**Placement density heat map**

The bar under the picture is 100 um long. 23 x 23 tiles, from black (low) to pale yellow (high), 0 to 100% covered.
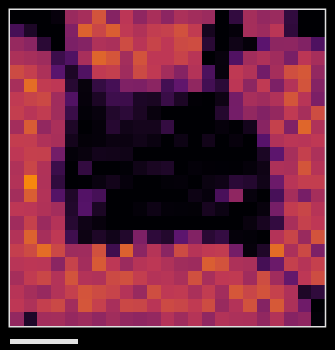
**Cells coloured by class**

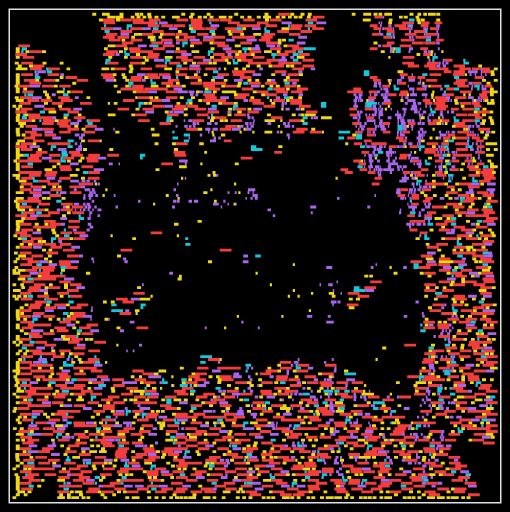
===== src/rtl/serial_cmd_engine_pkg.sv =====
// Shared opcode/state types and decode helpers for the serial command engine
// and its byte-serial TX sequencer.
package serial_cmd_pkg;

  typedef enum logic [7:0] {
    OP_VERSION         = 8'd0,
    OP_SET_OUTPUTS     = 8'd1,
    OP_SET_PLL         = 8'd2,
    OP_SET_PASSTHROUGH = 8'd3,
    OP_SEND_HIST       = 8'd4,
    OP_SET_PMT_VETO    = 8'd5,
    OP_RESET_PLL       = 8'd6,
    OP_SET_TEST_INPUTS = 8'd7
  } opcode_e;

  typedef enum logic [2:0] {
    ST_IDLE,
    ST_ARGS,
    ST_EXEC,
    ST_SEND,
    ST_UPD_PLL
  } state_e;

  typedef enum logic [1:0] {
    TX_IDLE,
    TX_LOAD,
    TX_PULSE,
    TX_WAIT
  } tx_state_e;

  localparam logic [7:0] LED_SENDING      = 8'h80;
  localparam logic [7:0] LED_ARGS         = 8'h40;
  localparam logic [7:0] DEFAULT_NAK_BYTE = 8'hEE;

  function automatic logic op_valid(input logic [7:0] op);
    return op < 8'd8;
  endfunction

  // Unknown opcodes take no arguments so they fall straight through to the NAK.
  function automatic int unsigned nargs(input logic [7:0] op, input int unsigned num_pll);
    case (op)
      OP_SET_OUTPUTS, OP_SET_PASSTHROUGH,
      OP_SET_PMT_VETO, OP_SET_TEST_INPUTS: return 1;
      OP_SET_PLL:                          return num_pll;
      default:                             return 0;
    endcase
  endfunction

endpackage


===== src/rtl/serial_cmd_engine_if.sv =====
// Byte-level UART handshake between the command engine and the rx/tx pair.
interface serial_cmd_engine_if;
  logic       rx_ready;
  logic [7:0] rx_data;
  logic       tx_busy;
  logic       tx_start;
  logic [7:0] tx_data;

  modport master (output rx_ready, rx_data, tx_busy, input tx_start, tx_data);
  modport slave  (input rx_ready, rx_data, tx_busy, output tx_start, tx_data);
endinterface


===== src/rtl/serial_cmd_engine_tx_seq.sv =====
// Streams nbytes requested bytes (plus an optional trailing XOR checksum)
// through the UART start/busy handshake.
module serial_tx_seq
  import serial_cmd_pkg::*;
#(
  parameter int CNT_W = 8
) (
  input  logic             clk,
  input  logic             reset,
  input  logic             start,
  input  logic [CNT_W-1:0] nbytes,
  input  logic             with_csum,
  output logic [CNT_W-1:0] byte_idx,
  input  logic [7:0]       byte_data,
  input  logic             byte_valid,
  input  logic             tx_busy,
  output logic             tx_start,
  output logic [7:0]       tx_data,
  output logic             active
);

  tx_state_e        state_q, state_d;
  logic [CNT_W-1:0] cnt_q, total_q;
  logic             csum_q;
  logic [7:0]       acc_q;
  logic             last_byte, is_csum;

  assign last_byte = (cnt_q == total_q - CNT_W'(1));
  assign is_csum   = csum_q && last_byte;
  assign tx_start  = (state_q == TX_PULSE);
  assign active    = (state_q != TX_IDLE);
  assign byte_idx  = cnt_q;

  always_ff @(posedge clk) begin
    if (reset) state_q <= TX_IDLE;
    else       state_q <= state_d;
  end

  always_comb begin
    state_d = state_q;
    case (state_q)
      TX_IDLE:  if (start) state_d = TX_LOAD;
      TX_LOAD:  if (!tx_busy && (byte_valid || is_csum)) state_d = TX_PULSE;
      TX_PULSE: state_d = TX_WAIT;
      TX_WAIT:  state_d = last_byte ? TX_IDLE : TX_LOAD;
      default:  state_d = TX_IDLE;
    endcase
  end

  always_ff @(posedge clk) begin
    if (reset) begin
      cnt_q   <= '0;
      total_q <= '0;
      csum_q  <= 1'b0;
      tx_data <= '0;
    end else begin
      if (state_q == TX_IDLE && start) begin
        cnt_q   <= '0;
        total_q <= nbytes + CNT_W'(with_csum);
        csum_q  <= with_csum;
      end
      // tx_data only moves on the LOAD->PULSE edge so it is stable across the whole byte
      if (state_q == TX_LOAD && state_d == TX_PULSE && !is_csum) tx_data <= byte_data;
      if (state_q == TX_LOAD && state_d == TX_PULSE && is_csum)  tx_data <= acc_q;
      if (state_q == TX_WAIT) cnt_q <= cnt_q + CNT_W'(1);
    end
  end

  always_ff @(posedge clk) begin
    if (state_q == TX_IDLE && start) acc_q <= '0;
    else if (state_q == TX_LOAD && state_d == TX_PULSE && !is_csum) acc_q <= acc_q ^ byte_data;
  end

endmodule


===== src/rtl/serial_cmd_engine.sv =====
// Byte-serial command decoder: configuration registers, PLL phase updates and
// histogram snapshot streaming back over the UART.
module serial_cmd_engine
  import serial_cmd_pkg::*;
#(
  parameter int         NUM_HIST    = 32,
  parameter int         HIST_W      = 32,
  parameter int         NUM_PLL     = 6,
  parameter logic [7:0] VERSION     = 8'd24,
  parameter int         ARG_TIMEOUT = 1_000_000,
  parameter logic [7:0] NAK_BYTE    = DEFAULT_NAK_BYTE
) (
  input  logic                       clk,
  input  logic                       reset,
  serial_cmd_engine_if.slave         sif,
  input  logic [NUM_HIST*HIST_W-1:0] hist,
  input  logic [2*HIST_W-1:0]        hist_aux,
  output logic                       resethist,
  output logic                       updatepll,
  output logic [NUM_PLL*8-1:0]       pll_shifts,
  output logic                       disable_line_drivers,
  output logic                       enable_debug_outputs,
  output logic                       passthrough,
  output logic [2:0]                 vetopmtlast,
  output logic                       useInternalTestPulse,
  output logic                       useExternalTestPulse,
  output logic                       cmd_error,
  output logic [7:0]                 ledIndicators
);

  localparam int SNAP_BYTES = (NUM_HIST + 2) * HIST_W / 8;
  localparam int CNT_W      = $clog2(SNAP_BYTES + 2);
  localparam int SIDX_W     = $clog2(SNAP_BYTES);
  localparam int ARG_W      = $clog2(NUM_PLL + 1);
  localparam int TO_W       = $clog2(ARG_TIMEOUT + 1);

  state_e           state_q, state_d;
  logic [7:0]       opcode_q;
  logic [7:0]       args_q [NUM_PLL];
  logic [ARG_W-1:0] argcnt_q;
  logic [TO_W-1:0]  idle_q;
  logic             nak_q, hist_mode_q;
  logic [7:0]       reply_q;
  logic [7:0]       snap_q [SNAP_BYTES];
  logic [SNAP_BYTES*8-1:0] snap_flat;
  logic             arg_last, arg_timeout, bad_cmd;
  logic             tx_go, tx_csum, seq_active, byte_valid;
  logic [CNT_W-1:0] tx_len, byte_idx;
  logic [7:0]       byte_data;

  assign snap_flat   = {hist_aux, hist};
  assign arg_last    = (32'(argcnt_q) + 32'd1 == nargs(opcode_q, NUM_PLL));
  assign arg_timeout = (idle_q == TO_W'(ARG_TIMEOUT - 1));
  assign bad_cmd     = nak_q || !op_valid(opcode_q);
  assign byte_valid  = !hist_mode_q || (32'(byte_idx) < SNAP_BYTES);
  assign byte_data   = hist_mode_q ? snap_q[SIDX_W'(byte_idx)] : reply_q;
  assign ledIndicators = (state_q == ST_SEND ? LED_SENDING : 8'h00)
                       | (state_q == ST_ARGS ? LED_ARGS : 8'h00)
                       | {2'b00, opcode_q[5:0]};

  always_ff @(posedge clk) begin
    if (reset) state_q <= ST_IDLE;
    else       state_q <= state_d;
  end

  always_comb begin
    state_d   = state_q;
    tx_go     = 1'b0;
    tx_len    = '0;
    tx_csum   = 1'b0;
    resethist = 1'b0;
    updatepll = 1'b0;
    case (state_q)
      ST_IDLE: if (sif.rx_ready) state_d = (nargs(sif.rx_data, NUM_PLL) != 0) ? ST_ARGS : ST_EXEC;
      ST_ARGS: if ((sif.rx_ready && arg_last) || (!sif.rx_ready && arg_timeout)) state_d = ST_EXEC;
      ST_EXEC: begin
        if (bad_cmd || opcode_q == OP_VERSION) begin
          tx_go   = 1'b1;
          tx_len  = CNT_W'(1);
          state_d = ST_SEND;
        end else if (opcode_q == OP_SEND_HIST) begin
          tx_go     = 1'b1;
          tx_len    = CNT_W'(SNAP_BYTES);
          tx_csum   = 1'b1;
          resethist = 1'b1;
          state_d   = ST_SEND;
        end else if (opcode_q == OP_SET_PLL || opcode_q == OP_RESET_PLL) begin
          state_d = ST_UPD_PLL;
        end else begin
          state_d = ST_IDLE;
        end
      end
      ST_SEND: if (!seq_active) state_d = ST_IDLE;
      ST_UPD_PLL: begin
        updatepll = 1'b1;
        state_d   = ST_IDLE;
      end
      default: state_d = ST_IDLE;
    endcase
  end

  always_ff @(posedge clk) begin
    if (reset) begin
      opcode_q             <= '0;
      argcnt_q             <= '0;
      idle_q               <= '0;
      nak_q                <= 1'b0;
      hist_mode_q          <= 1'b0;
      reply_q              <= '0;
      pll_shifts           <= '0;
      disable_line_drivers <= 1'b1;
      enable_debug_outputs <= 1'b0;
      passthrough          <= 1'b0;
      vetopmtlast          <= 3'b001;
      useInternalTestPulse <= 1'b0;
      useExternalTestPulse <= 1'b0;
      cmd_error            <= 1'b0;
    end else begin
      case (state_q)
        ST_IDLE: if (sif.rx_ready) begin
          opcode_q <= sif.rx_data;
          argcnt_q <= '0;
          idle_q   <= '0;
          nak_q    <= 1'b0;
        end
        ST_ARGS: begin
          if (sif.rx_ready) begin
            argcnt_q <= argcnt_q + ARG_W'(1);
            idle_q   <= '0;
          end else if (arg_timeout) begin
            nak_q <= 1'b1;
          end else begin
            idle_q <= idle_q + TO_W'(1);
          end
        end
        // A timed-out command leaves every register untouched and only NAKs
        ST_EXEC: begin
          hist_mode_q <= 1'b0;
          if (bad_cmd) begin
            reply_q   <= NAK_BYTE;
            cmd_error <= 1'b1;
          end else begin
            case (opcode_q)
              OP_VERSION: begin
                reply_q   <= VERSION;
                cmd_error <= 1'b0;
              end
              OP_SET_OUTPUTS: begin
                disable_line_drivers <= !args_q[0][0];
                enable_debug_outputs <= args_q[0][1];
              end
              OP_SET_PLL: for (int k = 0; k < NUM_PLL; k++) pll_shifts[k*8 +: 8] <= args_q[k];
              OP_SET_PASSTHROUGH: passthrough <= (args_q[0] != 8'd0);
              OP_SEND_HIST:       hist_mode_q <= 1'b1;
              OP_SET_PMT_VETO:    vetopmtlast <= args_q[0][2:0];
              OP_RESET_PLL:       pll_shifts  <= '0;
              OP_SET_TEST_INPUTS: begin
                useInternalTestPulse <= args_q[0][0];
                useExternalTestPulse <= args_q[0][1];
              end
              default: ;
            endcase
          end
        end
        default: ;
      endcase
    end
  end

  always_ff @(posedge clk) begin
    if (state_q == ST_ARGS && sif.rx_ready) args_q[argcnt_q] <= sif.rx_data;
    // Snapshot on the same edge the bins are cleared, so no count is double-reported
    if (resethist) for (int b = 0; b < SNAP_BYTES; b++) snap_q[b] <= snap_flat[b*8 +: 8];
  end

  serial_tx_seq #(.CNT_W(CNT_W)) u_tx_seq (
    .clk        (clk),
    .reset      (reset),
    .start      (tx_go),
    .nbytes     (tx_len),
    .with_csum  (tx_csum),
    .byte_idx   (byte_idx),
    .byte_data  (byte_data),
    .byte_valid (byte_valid),
    .tx_busy    (sif.tx_busy),
    .tx_start   (sif.tx_start),
    .tx_data    (sif.tx_data),
    .active     (seq_active)
  );

endmodule


===== src/flat_wrapper.sv =====
// flat-port wrapper written by rule: the top's interface ports become plain ports
module serial_cmd_engine_flat import serial_cmd_pkg::*;
#(
  parameter int         NUM_HIST    = 32,
  parameter int         HIST_W      = 32,
  parameter int         NUM_PLL     = 6,
  parameter logic [7:0] VERSION     = 8'd24,
  parameter int         ARG_TIMEOUT = 1_000_000,
  parameter logic [7:0] NAK_BYTE    = DEFAULT_NAK_BYTE
)
  (clk, reset, hist, hist_aux, resethist, updatepll, pll_shifts, disable_line_drivers, enable_debug_outputs, passthrough, vetopmtlast, useInternalTestPulse, useExternalTestPulse, cmd_error, ledIndicators, sif_rx_ready, sif_rx_data, sif_tx_busy, sif_tx_start, sif_tx_data);
  serial_cmd_engine_if sif_i ();
  input  logic clk;
  input  logic reset;
  input  logic [NUM_HIST*HIST_W-1:0] hist;
  input  logic [2*HIST_W-1:0] hist_aux;
  output logic resethist;
  output logic updatepll;
  output logic [NUM_PLL*8-1:0] pll_shifts;
  output logic disable_line_drivers;
  output logic enable_debug_outputs;
  output logic passthrough;
  output logic [2:0] vetopmtlast;
  output logic useInternalTestPulse;
  output logic useExternalTestPulse;
  output logic cmd_error;
  output logic [7:0] ledIndicators;
  input wire logic [$bits(sif_i.rx_ready)-1:0] sif_rx_ready;
  input wire logic [$bits(sif_i.rx_data)-1:0] sif_rx_data;
  input wire logic [$bits(sif_i.tx_busy)-1:0] sif_tx_busy;
  output wire logic [$bits(sif_i.tx_start)-1:0] sif_tx_start;
  output wire logic [$bits(sif_i.tx_data)-1:0] sif_tx_data;
  assign sif_i.rx_ready = sif_rx_ready;
  assign sif_i.rx_data = sif_rx_data;
  assign sif_i.tx_busy = sif_tx_busy;
  assign sif_tx_start = sif_i.tx_start;
  assign sif_tx_data = sif_i.tx_data;
  serial_cmd_engine #(.NUM_HIST(NUM_HIST), .HIST_W(HIST_W), .NUM_PLL(NUM_PLL), .VERSION(VERSION), .ARG_TIMEOUT(ARG_TIMEOUT), .NAK_BYTE(NAK_BYTE)) u_core (.clk(clk), .reset(reset), .sif(sif_i), .hist(hist), .hist_aux(hist_aux), .resethist(resethist), .updatepll(updatepll), .pll_shifts(pll_shifts), .disable_line_drivers(disable_line_drivers), .enable_debug_outputs(enable_debug_outputs), .passthrough(passthrough), .vetopmtlast(vetopmtlast), .useInternalTestPulse(useInternalTestPulse), .useExternalTestPulse(useExternalTestPulse), .cmd_error(cmd_error), .ledIndicators(ledIndicators));
endmodule

===== config.mk =====
export PLATFORM = sky130hd
export DESIGN_NAME = serial_cmd_engine_flat
export DESIGN_NICKNAME = d
export VERILOG_FILES = /design/src/rtl/serial_cmd_engine_pkg.sv /design/src/rtl/serial_cmd_engine_if.sv /design/src/rtl/serial_cmd_engine_tx_seq.sv /design/src/rtl/serial_cmd_engine.sv /design/src/flat_wrapper.sv
export SDC_FILE = /design/constraint.sdc
export NUM_CORES = 1
export LEC_CHECK = 0
export CAP_MARGIN = 10
export CORE_AREA = 2 2 461 463
export CTS_BUF_LIST = sky130_fd_sc_hd__clkbuf_8
export DETAILED_ROUTE_END_ITERATION = 8
export DIE_AREA = 0 0 463 465
export GPL_ROUTABILITY_DRIVEN = 0
export GPL_TIMING_DRIVEN = 0
export PLACE_DENSITY_LB_ADDON = 0.25
export SYNTH_ARGS = -nofsm -noshare
export SYNTH_HDL_FRONTEND = slang
export SYNTH_SLANG_ARGS = --single-unit

===== constraint.sdc =====
create_clock -name clk -period 30.1 [get_ports clk]
set_clock_uncertainty 0.05 [all_clocks]
set_input_delay 3.01 -clock clk [delete_from_list [all_inputs] [get_ports clk]]
set_output_delay 3.01 -clock clk [all_outputs]
set_load 0.01 [all_outputs]

==> Changelog: implementation <==
### Implementation results

* Cell area after synthesis at 49,100 um2
* OpenROAD warning count at 48
* Pwr dens at 56.7 nW/um2
* TritonCTS clock tree: done
* Root Buffer: clkbuf_8
* MaxCap Viol Count at 0
* Top cell excl fill/tap: clkdlybuf4s50_1
* Crit path capture type: output pin
* Worst hold-check path type: reg2reg
* TNS Setup at 0 ps
* IO Count at 1,176
* Min cycle time layout at 8160 ps
* Post-synth EDFFs at 1,136
* Largest net degree at the start of global routing at 133
* CP required at 27,040 ps
* YS chip area at 49,100 um2
* Setup violators final at 0
* Worst setup path class: reg2out
* Status: complete, no violations
* Post-DP Area at 64,800 um2
* Initial antenna violation count at 103
* CTS sink count at 1,268
* Chip area at 215,000 um2
* Via-per-instance ratio at 4.44
* Final hold violation count at 0
* Synth top cells by count: edfxtp_1, mux4_2, nand2_1
* Setup Buffers After CTS at 0
Notes on 'placement density heat map' above:
emptiest ninth of the die	centre
fullest tile	74%
nearly empty tiles	19%
mean over tiles	31%
densest ninth of the die	lower left
Starting Density: 0.233
utilization after layout: 0.329
Core Box Area: 211,000 um2

Notes on 'cells coloured by class' above:
colour	class	cells	share of their area
purple	combinational and other logic	1,283	18%
red	flops	1,268	56%
cyan	clock drivers and dummy loads	422	6.7%
yellow	other buffers and delay cells	1,342	20%
sequential portion of the cell area: 0.531
final instance area: 69,300 um2
# rows: 169

-- logic make-up (layout without fill, tap and decap cells) --
kind of cell	Yosys count	in the layout	share of synthesized area
AND/OR/NAND/NOR	566	566	0.0576
multiplexers	318	318	0.121
XOR/XNOR	26	26	0.00464
AND-OR/OR-AND	349	349	0.0467
adder cells (fa/ha/maj)	7	7	0.00178
buffers and inverters	165	1781	0.0192
other	0	33	0
flip-flops	1268	1268	0.749
-- layer usage --
metal  track usage  vias up  part of all wire
met3        0.0659      357             0.082
li1              -    13900                 -
met4        0.0492       80             0.020
met5             0        -            0.0023
met1         0.245    16200              0.39
met2         0.360     1400              0.50
-- where the power goes --
group          switching [uW]  internal [uW]
registers                22.3           1980
logic                     147            186
clock network             780            810
-- critical path, cell delays in order (launching register included) --
cell and delay, ps:
dfxtp_1 320, or4_1 620, or2_2 350, nor3_1 330
nand2_1 270, inv_8 550, buf_16 330, buf_16 390
clkdlybuf4s50_1 620
-- final timing paths --
check / startpoint / end / depth (start not counted) / slack (ps)
min reg2reg: u_core.pll_shifts[33] / u_core.pll_shifts[33] / 2 / 400
max: u_core.opcode_q[4] / resethist / 8 / 21940
max reg2reg: register / u_core.u_tx_seq.acc_q[6] / 12 / 24240
min: u_core.pll_shifts[33] / u_core.pll_shifts[33] / 2 / 400
-- sequential cells by signal, summed over array words and instances, names as in the netlist, named ones only --
register and flops:
u_core.useExternalTestPulse 1, u_core.u_tx_seq.byte_idx 8, u_core.snap_q 1088, u_core.u_tx_seq.state_q 2, u_core.u_tx_seq.acc_q 8, u_core.enable_debug_outputs 1
u_core.state_q 3, u_core.u_tx_seq.tx_data 8, u_core.reply_q 3, u_core.vetopmtlast 3, u_core.passthrough 1, u_core.pll_shifts 48
u_core.nak_q 1, u_core.u_tx_seq.total_q 3, u_core.args_q 48, u_core.argcnt_q 3, u_core.hist_mode_q 1, u_core.idle_q 20
u_core.disable_line_drivers 1, u_core.opcode_q 8, u_core.useInternalTestPulse 1
-- metrics by stage --
stage	util	total power (uW)	hold WS, ps	worst slack (ps)	std cells
6_report	0.329	3930	403	21940	7169
5_1_grt	0.328	4080	425	21620	7152
4_1_cts	0.328	3980	405	21780	7136
3_5_place_dp	0.307	2380	396	22910	6714
3_3_place_gp	0.305	2460	393	-10360	6695
2_1_floorplan	-	2210	381	4500	2699
-- layout make-up --
class | count | share of cell area
clock buffers | 239 | 0.0475
inverters | 17 | 0.00103
plain buffers | 148 | 0.0128
repair buffers | 1194 | 0.175
clock inverters | 183 | 0.0158
diodes | 33 | 0.00119
flip-flops and latches | 1268 | 0.531
well taps | 2821 | 0.0510
multi-input cells | 1266 | 0.165
Power and IR drop assume default switching activity.
